==> run_1/clk_routes.png <==
(10 px per µm)
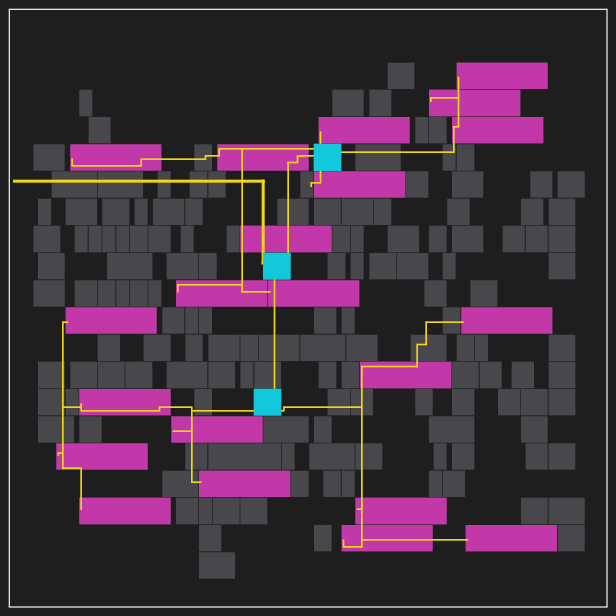
==> run_1/cell_density.png <==
(4 px per µm) The die is cut into 12 by 12 equal tiles; black is low, pale yellow is high, 0 to 100% covered.
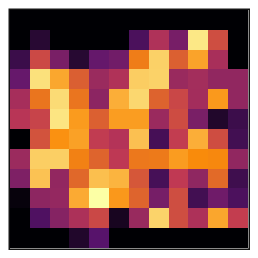
==> run_1/detail.png <==
Region (17, 17) to (42, 42) µm. Cells in gray, sequential cells in the stronger gray; small squares are vias.
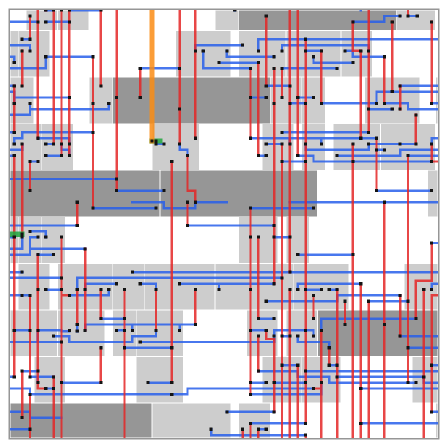
==> run_1/clocks.png <==
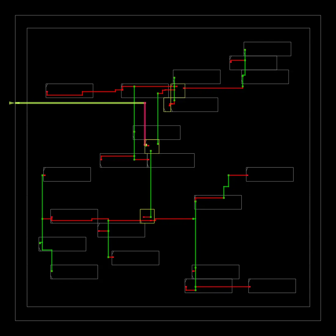
File: config.mk
export PLATFORM = sky130hd
export DESIGN_NAME = aes_round_sched
export DESIGN_NICKNAME = d
export VERILOG_FILES = /design/src/rtl/aes_round_sched.sv
export SDC_FILE = /design/constraint.sdc
export NUM_CORES = 1
export LEC_CHECK = 0
export CAP_MARGIN = 20
export CORE_MARGIN = 2
export CORE_UTILIZATION = 40
export CTS_CLUSTER_DIAMETER = 40
export DETAILED_ROUTE_END_ITERATION = 6
export PLACE_DENSITY = 0.73
export SETUP_SLACK_MARGIN = 0.02
export SLEW_MARGIN = 20
export SYNTH_ARGS = -nofsm -noshare
export SYNTH_HDL_FRONTEND = slang
export SYNTH_SLANG_ARGS = --single-unit
File: constraint.sdc
create_clock -name clock -period 3.03 [get_ports clock]
set_input_delay 0.909 -clock clock [delete_from_list [all_inputs] [get_ports clock]]
set_output_delay 0.909 -clock clock [all_outputs]
set_load 0.05 [all_outputs]
File: src/rtl/aes_round_sched.sv
// aes_round_sched: control sequencer for an iterative AES encryption datapath.
// Per block it accepts one job, steps key expansion one word per cycle,
// issues the initial AddRoundKey, runs rounds 1..Nr, and then holds the
// result valid until the consumer takes it. Only strobes and indices are
// produced here. The state register, round logic and key RAM are external.
module aes_round_sched #(
  parameter int unsigned Nb = 4,
  parameter int unsigned Nk = 4,
  parameter int unsigned Nr = 10
) (
  input  logic       clock,
  input  logic       reset,
  input  logic       in_valid,
  output logic       in_ready,
  output logic       load_en,
  output logic       kexp_en,
  output logic [5:0] kexp_idx,
  output logic       kexp_rot,
  output logic       kexp_sub,
  output logic [3:0] kexp_rcon,
  output logic       ark_en,
  output logic       rnd_en,
  output logic [3:0] rnd_num,
  output logic       rnd_last,
  output logic       out_valid,
  input  logic       out_ready,
  output logic       busy
);

  // Only AES-128/192/256 geometries are meaningful.
  if (Nb != 4 || !(Nk == 4 || Nk == 6 || Nk == 8) || Nr != Nk + 6) begin : g_bad_geometry
    $error("aes_round_sched: illegal Nb/Nk/Nr combination");
  end

  localparam int unsigned NWORDS = Nb * (Nr + 1);
  localparam logic [5:0]  I_FIRST = 6'(Nk);
  localparam logic [5:0]  I_LAST  = 6'(NWORDS - 1);
  localparam logic [2:0]  MOD_TOP = 3'(Nk - 1);
  localparam logic [3:0]  RND_TOP = 4'(Nr);
  localparam bit          SUB_MID = (Nk > 6);

  typedef enum logic [2:0] {
    S_IDLE,
    S_KEXP,
    S_INIT,
    S_ROUND,
    S_DONE
  } state_e;

  state_e     state_q, state_d;
  logic [5:0] i_q, i_d;
  logic [2:0] imod_q, imod_d;
  logic [3:0] rcon_q, rcon_d;
  logic [3:0] rnd_q, rnd_d;
  logic       hand_q, hand_d;

  // State and counter registers. Reset aborts any job in flight.
  always_ff @(posedge clock or negedge reset) begin
    if (!reset) begin
      state_q <= S_IDLE;
      i_q     <= '0;
      imod_q  <= '0;
      rcon_q  <= '0;
      rnd_q   <= '0;
      hand_q  <= 1'b0;
    end else begin
      state_q <= state_d;
      i_q     <= i_d;
      imod_q  <= imod_d;
      rcon_q  <= rcon_d;
      rnd_q   <= rnd_d;
      hand_q  <= hand_d;
    end
  end

  // Next-state logic and counter sequencing.
  always_comb begin
    state_d = state_q;
    i_d     = i_q;
    imod_d  = imod_q;
    rcon_d  = rcon_q;
    rnd_d   = rnd_q;
    hand_d  = 1'b0;
    unique case (state_q)
      S_IDLE: begin
        if (in_valid && !hand_q) begin
          state_d = S_KEXP;
          i_d     = I_FIRST;
          imod_d  = '0;
          rcon_d  = 4'd1;
        end
      end
      S_KEXP: begin
        if (i_q == I_LAST) begin
          state_d = S_INIT;
          i_d     = '0;
          imod_d  = '0;
          rcon_d  = '0;
        end else begin
          i_d = i_q + 6'd1;
          // Track i mod Nk with a wrapping counter. Rcon advances on each wrap.
          if (imod_q == MOD_TOP) begin
            imod_d = '0;
            rcon_d = rcon_q + 4'd1;
          end else begin
            imod_d = imod_q + 3'd1;
          end
        end
      end
      S_INIT: begin
        state_d = S_ROUND;
        rnd_d   = 4'd1;
      end
      S_ROUND: begin
        if (rnd_q == RND_TOP) begin
          state_d = S_DONE;
          rnd_d   = '0;
        end else begin
          rnd_d = rnd_q + 4'd1;
        end
      end
      S_DONE: begin
        if (out_ready) begin
          state_d = S_IDLE;
          hand_d  = 1'b1;
        end
      end
      default: state_d = S_IDLE;
    endcase
  end

  // Decode outputs from the registered state. Strobed fields are zero outside
  // their own phase. hand_q blocks acceptance for the single idle cycle after
  // a result handshake, which gives a back-to-back period of latency + 2.
  always_comb begin
    in_ready  = 1'b0;
    load_en   = 1'b0;
    kexp_en   = 1'b0;
    kexp_idx  = '0;
    kexp_rot  = 1'b0;
    kexp_sub  = 1'b0;
    kexp_rcon = '0;
    ark_en    = 1'b0;
    rnd_en    = 1'b0;
    rnd_num   = '0;
    rnd_last  = 1'b0;
    out_valid = 1'b0;
    busy      = (state_q != S_IDLE);
    unique case (state_q)
      S_IDLE: begin
        in_ready = !hand_q;
        load_en  = in_valid && !hand_q;
      end
      S_KEXP: begin
        kexp_en  = 1'b1;
        kexp_idx = i_q;
        kexp_rot = (imod_q == 3'd0);
        kexp_sub = (imod_q == 3'd0) || (SUB_MID && imod_q == 3'd4);
        if (imod_q == 3'd0) kexp_rcon = rcon_q;
      end
      S_INIT: begin
        ark_en = 1'b1;
      end
      S_ROUND: begin
        rnd_en   = 1'b1;
        rnd_num  = rnd_q;
        rnd_last = (rnd_q == RND_TOP);
      end
      S_DONE: begin
        out_valid = 1'b1;
      end
      default: ;
    endcase
  end

endmodule
==> reports/metrics.csv, run 1 <==
stage,metric,value,unit
clock_network,h-tree-depth,1,
die,well_tap_count,33,
run_status,status,finished clean,
worst_setup_path,startpoint,in_valid,
logic_synthesis,area_leaders,"dfrtp_1 (42%), and2_1 (6.1%), ha_1 (6.1%)",
worst_setup_path,r2r_cells,6,
flow_run,drv_cap,0,
timing,post-route-period-util,93.6,%
cells_and_area,stdcell_count,200,
timing,fin_ws,194,ps
cells_and_area,final-nonclk-buf-share,16.6,%
die,row_count,20,
global_route,grtUsageMet1,20.5,%
power,switching_share,21.0,%
clock_network,max-clock-path-buffers,2,
cells_and_area,nFillCells,281,
drt,viasPerCell,5.41,
power,pg_comb,0.0125,mW
die,die_area,3550,µm²
global_route,track_usage,16.9,%
power,p_per_area,276,nW/µm²
logic_synthesis,top_cell_area_share,42.5,%
timing,slew_violations,0,
global_route,antenna_found_initial,0,
global_route,grt-ovfl-total,0,
worst_setup_path,r2r_slack,1310,ps
cells_and_area,largest_reg_flops,6,
worst_setup_path,arrival,1930,ps
die,chipWidth,59.6,µm
cells_and_area,logic_gates,104,
logic_synthesis,syn_avg_cell_area,9.03,µm²
timing,fmax,353,MHz
cells_and_area,largest_class,logic gates,
worst_setup_path,r2r-start,state_q[0],
worst_setup_path,crit_type,in -> out,
worst_setup_path,cp-start-kind,primary input,
placement,routabilityCongestion,0.839,
power,pg_seq,0.280,mW
logic_synthesis,synth-edff-count,0,
drt,wl_met3,111,µm
timing,hold_slack,520,ps
cells_and_area,final_layout_size_suffix_gt1_share,18.0,%
About clk_routes.png:
clock wires -> yellow  # length 253 µm
clock drivers -> cyan  # count 3
flip-flops -> magenta  # count 21
flops lie = widely spread
routed clock nets = 4
clock share of power: 31.4%
clk_skew: 7.72 ps
clock-net power: 0.134 mW
Clock Latency Late Sink: 300 ps

About cell_density.png:
tiles over 75% full = 21%
emptiest ninth of the die = top left
nearly empty tiles = 22%
fullest tile = 100%
mean over tiles = 42%

About detail.png:
metal 4 -> orange
metal 1 -> blue
metal 2 -> red
metal 3 -> green
most frequent = o21ai_0 (6), nand2_1 (5), dfrtp_1 (5)
sequential cells in the window = 5
cells with their middle in the window = 46

About clocks.png:
Clock Buffer Count: 4
CTS sink cnt: 21
registers: 21
total CTS buffers: 3

==> run 1: worst max-delay path, cell delays in order <==
cell             delay (ps)
clkdlybuf4s50_1         450
nor2b_1                 150
nor2b_1                 250
buf_12                  170
==> run 1: kinds of logic after synthesis <==
| group | count (synthesis) | share of synthesized area [%] |
|---|---|---|
| xor+xnor | 2 | 1.42 |
| compound gates | 37 | 19.1 |
| fa+ha+maj | 6 | 6.07 |
| flops | 21 | 42.5 |
| simple gates | 59 | 26.8 |
| buf+inv | 12 | 4.15 |
==> run 1: path summary, 6_finish.rpt <==
kind | endpoint
max in group asynchronous | i_q[5]
worst max register to register | rcon_q[3]
worst min-delay path | rcon_q[2]
min in group asynchronous | rcon_q[2]
worst max-delay path | load_en
worst min register to register | rcon_q[2]
==> run 1 -> run 2 <==
--- a/config.mk
+++ b/config.mk
@@ -10,7 +10,7 @@
 export CORE_UTILIZATION = 40
 export CTS_CLUSTER_DIAMETER = 40
 export DETAILED_ROUTE_END_ITERATION = 6
-export PLACE_DENSITY = 0.73
+export PLACE_DENSITY = 0.66
 export SETUP_SLACK_MARGIN = 0.02
 export SLEW_MARGIN = 20
 export SYNTH_ARGS = -nofsm -noshare
==> run_2/placement_by_type.png <==
(6 px per µm) Fill, decap, tap and diode cells in gray.
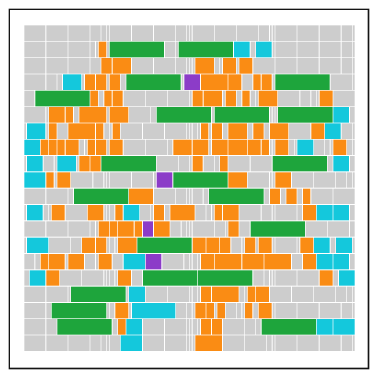
clock drivers and dummy loads -> purple  # cells 4, share of their area 1.8%
combinational and other logic -> orange  # cells 112, share of their area 46%
flops -> green  # cells 21, share of their area 35%
other buffers and delay cells -> cyan  # cells 30, share of their area 17%
final core utilization: 51.4%
core area: 3000 µm²
Cell Rows: 20
Final Cell Area: 1540 µm²

==> run_2/detail.png <==
Region (17, 17) to (42, 42) µm. Cells in gray, sequential cells in the stronger gray; small squares are vias.
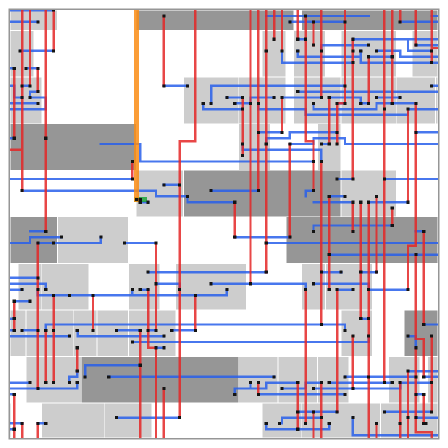
metal 3 -> green
metal 2 -> red
metal 1 -> blue
metal 4 -> orange
cells with their middle in the window = 42
sequential cells in the window = 4
most frequent = o21ai_0 (4), dfrtp_1 (4)

==> run 2 against run 1 <==
Effect of this change: maximum frequency decreased by 1.5%; via count decreased by 3.0%; die size unchanged; synthesized cell count unchanged; worst hold slack improved by 2.6 ps; critical path type is now reg -> out; sequential share of layout area about the same; first-iteration DRC count increased by 21%.
==> reports/metrics.csv, run 2 <==
stage,metric,value,unit,change
run_status,status,finished clean,,
placement,routabilityCongestion,0.781,,-7.0%
worst_setup_path,r2r_slack,1260,ps,-50 ps
timing,relSlewSlack,53.3,%,
clock_network,cts_setup_buffers,0,,
power,switching_share,22.7,%,+1.7 points
cells_and_area,flop-count,21,,unchanged
cells_and_area,final-nonclk-buf-share,16.5,%,-0.15 points
cells_and_area,n_clock_buffer,3,,-1
worst_setup_path,crit_type,reg -> out,,
logic_synthesis,xor_area_share,1.42,%,unchanged
logic_synthesis,synth-edff-count,0,,unchanged
logic_synthesis,mux_share,0,%,unchanged
power,pg_comb,0.0127,mW,about the same
timing,hold_slack,523,ps,+2.56 ps
drt,wl_met3,129,µm,+16%
global_route,grtUsageMet1,20.6,%,+0.032 points
cells_and_area,final_layout_size_suffix_gt1_share,18.6,%,+0.60 points
power,p_int,0.335,mW,
global_route,grt_pass1_wl,4390,µm,
power,pg_seq,0.280,mW,about the same
global_route,antenna_found_initial,0,,unchanged
power,p_comb_share,2.9,%,
cells_and_area,nFillCells,285,,+1.4%
logic_synthesis,top_cell_area_share,42.5,%,unchanged
logic_synthesis,logic_family,simple AND/OR/NAND/NOR gates,,
timing,fin_ws,151,ps,-43.3 ps
worst_setup_path,startpoint,state_q[2],,
die,die_h,59.6,µm,
worst_setup_path,endpoint,ark_en,,
timing,period_minus_slack,2880,ps,
cells_and_area,logic_gates,104,,unchanged
cells_and_area,largest_reg_flops,6,,unchanged
timing,slew_violations,0,,unchanged
cells_and_area,stdcell_count,200,,unchanged
die,die_area,3550,µm²,unchanged
worst_setup_path,r2r_end,rcon_q[3],,
placement,dpl_cell_area,1520,µm²,
logic_synthesis,adder_share,6.07,%,unchanged
clock_network,cts.sinks,21,,unchanged
global_route,track_usage,16.4,%,-0.50 points
clock_network,h-tree-depth,1,,unchanged
power,p_per_area,281,nW/µm²,+1.7%
die,chipWidth,59.6,µm,unchanged
power,ir_worst_vdd,0.000136,V,
clock_network,cts_tree,yes,,
logic_synthesis,ys_seq_share,42.5,%,
power,power_clock,0.140,mW,+4%
clock_network,cts_made_buffers,3,,unchanged
drt,drt-initial-drc-count,29,,
die,well_tap_count,33,,unchanged
global_route,grt-ovfl-total,0,,unchanged
cells_and_area,largest_class,logic gates,,
clock_network,max-clock-path-buffers,2,,unchanged
worst_setup_path,r2r-start,state_q[0],,
logic_synthesis,area_leaders,"dfrtp_1 (42%), and2_1 (6.1%), ha_1 (6.1%)",,
worst_setup_path,cp-start-kind,register,,
logic_synthesis,aoi_share,19.1,%,unchanged
drt,drt-met1-wl,1200,µm,
logic_synthesis,syn_avg_cell_area,9.03,µm²,unchanged
logic_synthesis,simple_gate_area_share,26.8,%,unchanged
timing,fmax,347,MHz,-1.5%
drt,viasPerCell,5.25,,-3.0%
flow_run,drv_cap,0,,unchanged
worst_setup_path,r2r_cells,6,,unchanged
logic_synthesis,ys_warn_count,0,,
worst_setup_path,arrival,1970,ps,+40 ps
timing,tightest_slew,693,ps,
==> run_2/clk_routes.png <==
(10 px per µm)
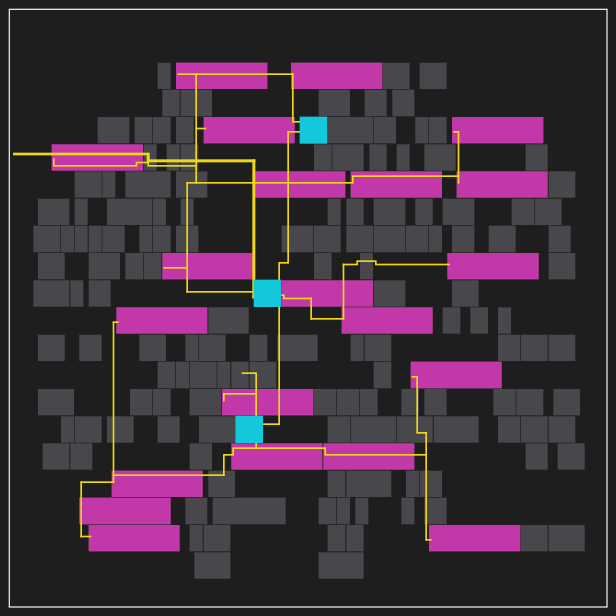
clock drivers -> cyan  # count 3
flip-flops -> magenta  # count 21
clock wires -> yellow  # length 294 µm
flops lie = widely spread
routed clock nets = 4
Clock Latency Late Sink: 310 ps
clock share of power: 32.4%
clk_skew: 11.3 ps

## run 2: cell count changes in the layout (fill, tap and decap cells not counted), sizes merged
cell,before,now
clkbuf,4,3
clkdlybuf4s50,4,5
clkinv,0,1
dlymetal6s2s,1,0
## run 2: worst min-delay path by stage
stage	start	to	slack (ps)	cells past startpoint
5_1_grt	i_q[5]	i_q[5]	550	1
6_report	i_q[5]	i_q[5]	520	1
3_5_place_dp	rcon_q[2]	rcon_q[2]	510	1
3_3_place_gp	i_q[5]	i_q[5]	500	1
2_1_floorplan	rcon_q[2]	rcon_q[2]	460	1
4_1_cts	rcon_q[2]	rcon_q[2]	530	1
## run 2: critical path, stage by stage (launching register included)
cell and delay, ps:
dfrtp_1 480, nand2b_1 260, nor2_1 120, clkdlybuf4s50_1 800
==> run 2 -> run 3 <==
--- a/config.mk
+++ b/config.mk
@@ -10,6 +10,7 @@
 export CORE_UTILIZATION = 40
 export CTS_CLUSTER_DIAMETER = 40
 export DETAILED_ROUTE_END_ITERATION = 6
+export GPL_ROUTABILITY_DRIVEN = 0
 export PLACE_DENSITY = 0.66
 export SETUP_SLACK_MARGIN = 0.02
 export SLEW_MARGIN = 20
==> run_3/placement_by_type.png <==
(6 px per µm) Fill, decap, tap and diode cells in gray.
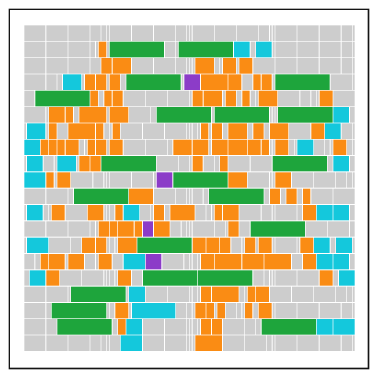
clock drivers and dummy loads -> purple  # cells 4, share of their area 1.8%
other buffers and delay cells -> cyan  # cells 30, share of their area 17%
combinational and other logic -> orange  # cells 112, share of their area 46%
flops -> green  # cells 21, share of their area 35%
sequential cell area share: 34.0%

==> run_3/clocks.png <==
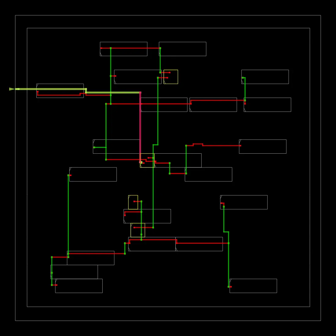
clock-net power: 0.140 mW
Clock Buffer Count: 3

==> run 3 against run 2 <==
Effect of this change: area after synthesis unchanged; first-iteration DRC count is the same; utilization unchanged; count of clock-buffer cells in the layout is the same; wire length unchanged; clock skew is the same; clock power hardly changed; critical path depth unchanged; non-clock buffer count unchanged; global-route usage unchanged; cell area did not move; power did not move.
==> reports/metrics.csv, run 3 <==
stage,metric,value,unit,change
die,row_count,20,,unchanged
timing,relSlewSlack,53.3,%,unchanged
drt,drt-initial-drc-count,29,,unchanged
power,p_comb_share,2.9,%,about the same
worst_setup_path,cpLargestDelayFamily,buffers and inverters,,
clock_network,h-tree-depth,1,,unchanged
worst_setup_path,cp-start-kind,register,,
timing,slew_violations,0,,unchanged
global_route,grt_pass1_wl,4390,µm,unchanged
global_route,antenna_found_initial,0,,unchanged
logic_synthesis,ys_warn_count,0,,unchanged
logic_synthesis,syn_nets,147,,
clock_network,cts_setup_buffers,0,,unchanged
cells_and_area,final_layout_size_suffix_gt1_share,18.6,%,unchanged
power,switching_share,22.7,%,unchanged
cells_and_area,largest_class,logic gates,,
worst_setup_path,r2r-start,state_q[0],,
power,ir_worst_vdd,0.000136,V,unchanged
power,p_int,0.335,mW,unchanged
global_route,grt-ovfl-total,0,,unchanged
clock_network,cts.sinks,21,,unchanged
timing,tightest_slew,693,ps,unchanged
global_route,grtUsageMet1,20.6,%,unchanged
cells_and_area,largest_reg_flops,6,,unchanged
drt,viasPerCell,5.25,,unchanged
die,well_tap_count,33,,unchanged
timing,clock_skew,11.3,ps,unchanged
worst_setup_path,crit_type,reg -> out,,
die,die_h,59.6,µm,unchanged
global_route,grt_use_met3,2.84,%,
worst_setup_path,startpoint,state_q[2],,
logic_synthesis,area_leaders,"dfrtp_1 (42%), and2_1 (6.1%), ha_1 (6.1%)",,
cells_and_area,nFillCells,285,,unchanged
worst_setup_path,cp_cell_sequence,"nand2b_1, nor2_1, clkdlybuf4s50_1",,
clock_network,max-clock-path-buffers,2,,unchanged
die,core-area,3000,µm²,unchanged
logic_synthesis,ys_area,1240,µm²,
cells_and_area,mi_logic_area,666,µm²,
drt,wl_met3,129,µm,unchanged
clock_network,cts_made_buffers,3,,unchanged
logic_synthesis,syn_avg_cell_area,9.03,µm²,unchanged
worst_setup_path,end_kind,output port,,
logic_synthesis,netlist_area,1240,µm²,
placement,dpl_cell_area,1520,µm²,unchanged
clock_network,cts_tree,yes,,
worst_setup_path,slowest_stage,clkdlybuf4s50_1,,
global_route,track_usage,16.4,%,unchanged
worst_setup_path,arrival,1970,ps,about the same
run_status,status,finished clean,,
clock_network,clkTransAtPathRegs,130,ps,
timing,fin_ws,151,ps,unchanged
flow_run,drv_cap,0,,unchanged
min_path,holdCritStartpoint,i_q[5],,
cells_and_area,stdcell_count,200,,unchanged
cells_and_area,logic_gates,104,,unchanged
logic_synthesis,ys_seq_share,42.5,%,unchanged
cells_and_area,design_area,1540,µm²,unchanged
power,clockPowerShare,32.4,%,about the same
worst_setup_path,slowest_delay,800,ps,about the same
timing,fmax,347,MHz,unchanged
logic_synthesis,synth-edff-count,0,,unchanged
die,die_area,3550,µm²,unchanged
timing,period_minus_slack,2880,ps,unchanged
power,pg_comb,0.0127,mW,about the same
cells_and_area,final-nonclk-buf-share,16.5,%,unchanged
worst_setup_path,path_buffers,1,,unchanged
power,pg_seq,0.280,mW,about the same
clock_network,clk_latency,310,ps,about the same
timing,hold_slack,523,ps,unchanged
timing,post-route-period-util,95.0,%,
die,chipWidth,59.6,µm,unchanged
power,p_per_area,281,nW/µm²,unchanged
cells_and_area,flop-count,21,,unchanged
drt,drt-met1-wl,1200,µm,unchanged
==> run_3/clk_routes.png <==
(10 px per µm)
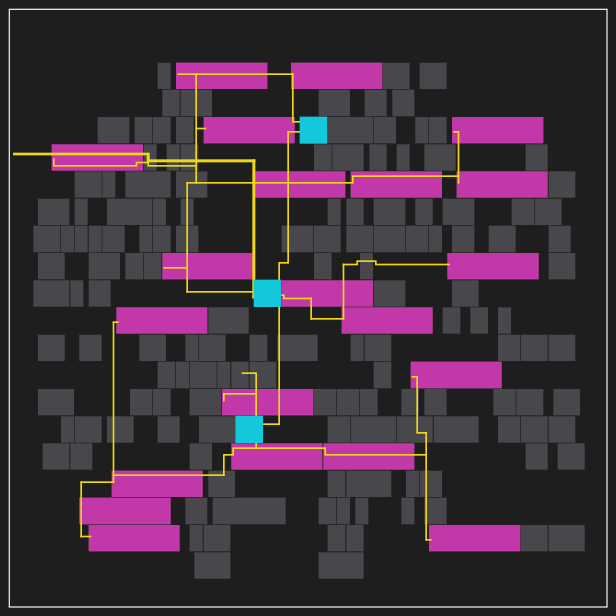
flip-flops -> magenta  # count 21
clock wires -> yellow  # length 294 µm
clock drivers -> cyan  # count 3
flops lie = widely spread
routed clock nets = 4

[run 3: cell counts in the layout (fill, tap and decap cells not counted)]
No cell type changed its count.
[run 3: cell families after synthesis]
family                     after synthesis  synth area share, %
and+or+nand+nor                         59                 26.8
buffers and inverters                   12                 4.15
adders and majority gates                6                 6.07
xor gates and xnor gates                 2                 1.42
DFF                                     21                 42.5
AOI/OAI and AO/OA                       37                 19.1
[run 3: final timing paths]
check | to | cells after the start | slack [ps]
max | ark_en | 3 | 150
min | i_q[5] | 1 | 520
max reg2reg | rcon_q[3] | 6 | 1260
min reg2reg | i_q[5] | 1 | 520
max in group asynchronous | state_q[1] | 2 | 1870
min in group asynchronous | rcon_q[3] | 2 | 930
Power and IR drop assume default switching activity.
